Fig. 1: cell outlines without signal wires
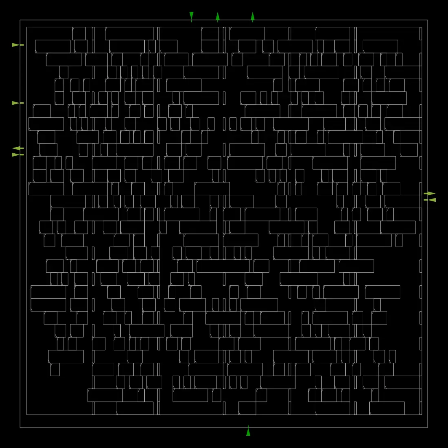
Fig. 2: floorplan with the power grid
The bar under the picture is 20 µm long. Pins as bars on the die edge. Tap cells in gray.
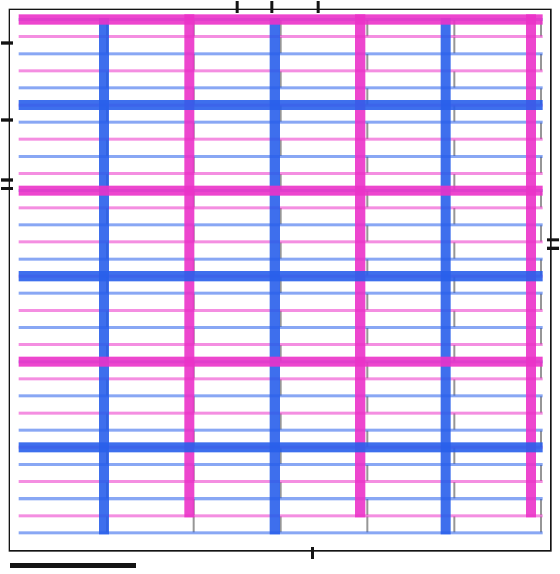
Fig. 3: wiring heat map
17 x 17 tiles, from dark blue (low) to red (high), scaled to the fullest tile. Values are wire area over tile area, all layers added.
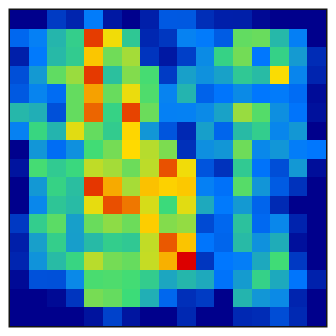
### src/rtl/nav_fsm.sv
// Obstacle-avoiding navigation controller: synchronized and debounced sensors
// feed a Moore FSM that drives forward, rotate-right, rotate-left and stuck outputs.
module nav_fsm #(
  parameter int unsigned DEB_CYCLES = 4,
  parameter int unsigned ROT_CYCLES = 50,
  parameter int unsigned MAX_TENT   = 3
) (
  input  logic clk,
  input  logic reset,
  input  logic Liga,
  input  logic ObsF,
  input  logic ObsR,
  input  logic ObsL,
  output logic Frente,
  output logic RotR,
  output logic RotL,
  output logic Erro
);

  typedef enum logic [2:0] {
    S_IDLE,
    S_FRENTE,
    S_ROT_R,
    S_ROT_L,
    S_ERRO
  } state_t;

  localparam logic [7:0]  DEB_LAST = 8'(DEB_CYCLES - 1);
  localparam logic [15:0] ROT_LAST = 16'(ROT_CYCLES - 1);
  localparam logic [3:0]  TENT_MAX = 4'(MAX_TENT);

  state_t      state_q, state_d;
  logic [15:0] rot_q, rot_d;
  logic [3:0]  tent_q, tent_d;
  logic        alt_q, alt_d;

  // Sensor vectors are ordered {front, right, left}
  logic [2:0]  sync1_q, sync2_q;
  logic [2:0]  deb_q, deb_d;
  logic [7:0]  debcnt_q [3];
  logic [7:0]  debcnt_d [3];

  logic        front, right, left;
  logic        frente_d, rotr_d, rotl_d, erro_d;

  assign front = deb_q[2];
  assign right = deb_q[1];
  assign left  = deb_q[0];

  always_ff @(posedge clk) begin
    if (reset) begin
      state_q  <= S_IDLE;
      rot_q    <= '0;
      tent_q   <= '0;
      alt_q    <= 1'b0;
      sync1_q  <= '0;
      sync2_q  <= '0;
      deb_q    <= '0;
      debcnt_q <= '{default: '0};
      Frente   <= 1'b0;
      RotR     <= 1'b0;
      RotL     <= 1'b0;
      Erro     <= 1'b0;
    end else begin
      state_q  <= state_d;
      rot_q    <= rot_d;
      tent_q   <= tent_d;
      alt_q    <= alt_d;
      sync1_q  <= {ObsF, ObsR, ObsL};
      sync2_q  <= sync1_q;
      deb_q    <= deb_d;
      debcnt_q <= debcnt_d;
      Frente   <= frente_d;
      RotR     <= rotr_d;
      RotL     <= rotl_d;
      Erro     <= erro_d;
    end
  end

  // A sensor flips only after DEB_CYCLES consecutive disagreeing samples
  always_comb begin
    deb_d = deb_q;
    for (int unsigned i = 0; i < 3; i++) begin
      debcnt_d[i[1:0]] = '0;
      if (sync2_q[i[1:0]] != deb_q[i[1:0]]) begin
        if (debcnt_q[i[1:0]] == DEB_LAST) begin
          deb_d[i[1:0]] = sync2_q[i[1:0]];
        end else begin
          debcnt_d[i[1:0]] = debcnt_q[i[1:0]] + 8'd1;
        end
      end
    end
  end

  always_comb begin
    state_d = state_q;
    rot_d   = rot_q;
    tent_d  = tent_q;
    alt_d   = alt_q;
    if (!Liga) begin
      state_d = S_IDLE;
      tent_d  = '0;
    end else begin
      unique case (state_q)
        S_IDLE: begin
          state_d = S_FRENTE;
          tent_d  = '0;
        end
        S_FRENTE: begin
          if (front) begin
            rot_d = ROT_LAST;
            if (right && left) begin
              state_d = alt_q ? S_ROT_L : S_ROT_R;
              alt_d   = ~alt_q;
            end else if (right) begin
              state_d = S_ROT_L;
            end else begin
              state_d = S_ROT_R;
            end
          end
        end
        S_ROT_R, S_ROT_L: begin
          if (rot_q != '0) begin
            rot_d = rot_q - 16'd1;
          end else if (!front) begin
            state_d = S_FRENTE;
            tent_d  = '0;
          end else begin
            // Failed attempt: retry in the same direction until the limit
            tent_d = tent_q + 4'd1;
            if (tent_q + 4'd1 == TENT_MAX) begin
              state_d = S_ERRO;
            end else begin
              rot_d = ROT_LAST;
            end
          end
        end
        S_ERRO: state_d = S_ERRO;
        default: state_d = S_IDLE;
      endcase
    end
  end

  always_comb begin
    frente_d = (state_d == S_FRENTE);
    rotr_d   = (state_d == S_ROT_R);
    rotl_d   = (state_d == S_ROT_L);
    erro_d   = (state_d == S_ERRO);
  end

endmodule

### config.mk
export PLATFORM = sky130hd
export DESIGN_NAME = nav_fsm
export DESIGN_NICKNAME = d
export VERILOG_FILES = /design/src/rtl/nav_fsm.sv
export SDC_FILE = /design/constraint.sdc
export NUM_CORES = 1
export LEC_CHECK = 0
export CAP_MARGIN = 25
export CELL_PAD_IN_SITES_DETAIL_PLACEMENT = 1
export CELL_PAD_IN_SITES_GLOBAL_PLACEMENT = 1
export CORE_UTILIZATION = 42
export CTS_CLUSTER_DIAMETER = 120
export DETAILED_ROUTE_END_ITERATION = 8
export PLACE_DENSITY_LB_ADDON = 0.1
export REMOVE_ABC_BUFFERS = 1
export SLEW_MARGIN = 30
export SYNTH_ARGS = -nofsm -noshare
export SYNTH_HDL_FRONTEND = slang
export SYNTH_SLANG_ARGS = --single-unit
export TNS_END_PERCENT = 20
### constraint.sdc
create_clock -name clk -period 2.1 [get_ports clk]
set_input_delay 0.21 -clock clk [delete_from_list [all_inputs] [get_ports clk]]
set_output_delay 0.21 -clock clk [all_outputs]
set_load 0.005 [all_outputs]
==> GITHUB_STEP_SUMMARY <==
## Implementation flow summary

| Metric | Value |
|---|---|
| Max Cap Viol | 0 |
| Skew final | 0.00583 ns |
| GRT Residual Overflow | 0 |
| CP Data Required Time | 2.36 ns |
| Die area | 7370 µm² |
| Crit path capture | rot_q[6] |
| Final core occ | between 50% and 60% |
| Biggest area cells | dfxtp_1, nor2_1, xor2_1 |
| Metal3 WL | ~210 µm |
| Critical Path Source Type | register |
| Clk sinks | between 60 and 70 |
| M1 WL | ~3200 µm |
| DRC | 0 |
| Top pwr grp | sequential cells |
| Post-DRT Antenna Nets | 0 |
| Status | complete, no violations |
| Finish-stage setup viols | 0 |
| Iter 0 DRT Violations | just over 40 |
| Ys async rst share | 0% |
| MUX area fraction | under 10% |
| Top Usage Layer GRT | met2 |
| Worst path slowest cell | o41ai_4 |
| First drt pass iteration count | 4 |
| Setup_tns | 0 ns |
| P_leak | ~1.3 nW |
| Met2 wire len | between 3000 and 4000 µm |
| Latency at later pin | 0.35 ns |
| Worst path top cell family by delay | AND-OR/OR-AND gates |
| Number of enable flip-flop cells | 0 |
| H-tree depth | 3 |
| RSZ-0062 raised after global routing | no |
| Nets | around 370 |
| GRT met2 Usage | 35.4% |
| Adders+Majority by Area | between 2 and 3% |
| CP Buf/Inv Count | 2 |
| # resized after CTS | 0 |
| Fill cells | ~800 |
| Cell taking the most area after synthesis | dfxtp_1 |
| Routing usage on met1 | a little over a quarter |
-- Fig. 1 (at the start) --
fin cells: 462
core region area: 6790 µm²
flop share of the area: 35.4%
Seq cells: 61

-- Fig. 2 (at the start) --
legend:
  VDD:
    color: magenta
  VSS:
    color: blue
met5 straps: 6
met1 rails: 31
met4 straps: 6
tap cells: 96
rows: 30
Die H: 85.8 µm
die width: 85.8 µm
Worst VDD drop: 275 µV

-- Fig. 3 (at the start) --
fullest tile: 0.43
densest ninth of the die: center
emptiest ninth of the die: south-east
DRT Wirelength: 6870 µm
total number of vias: 2497

-- metrics by stage --
stage | setup WS [ns] | cells | hold WS, ns
4_1_cts | 0.0725 | 462 | 0.401
3_5_place_dp | 0.0718 | 446 | 0.428
2_1_floorplan | -0.202 | 320 | 0.275
5_1_grt | 0.0143 | 462 | 0.411
6_report | 0.0874 | 462 | 0.416
3_3_place_gp | 0.145 | 446 | 0.415
-- layout make-up --
| type | count | area (µm²) | share of cell area (%) |
|---|---|---|---|
| Multi-Input combinational cell | 249 | 1620 | 47.0 |
| Sequential cell | 61 | 1220 | 35.4 |
| Timing Repair Buffer | 30 | 260 | 7.53 |
| Clock buffer | 12 | 145 | 4.20 |
| Tap cell | 96 | 120 | 3.47 |
| Clock inverter | 4 | 47.5 | 1.38 |
| Inverter | 10 | 37.5 | 1.09 |
Power is estimated from default activity; no workload was simulated.
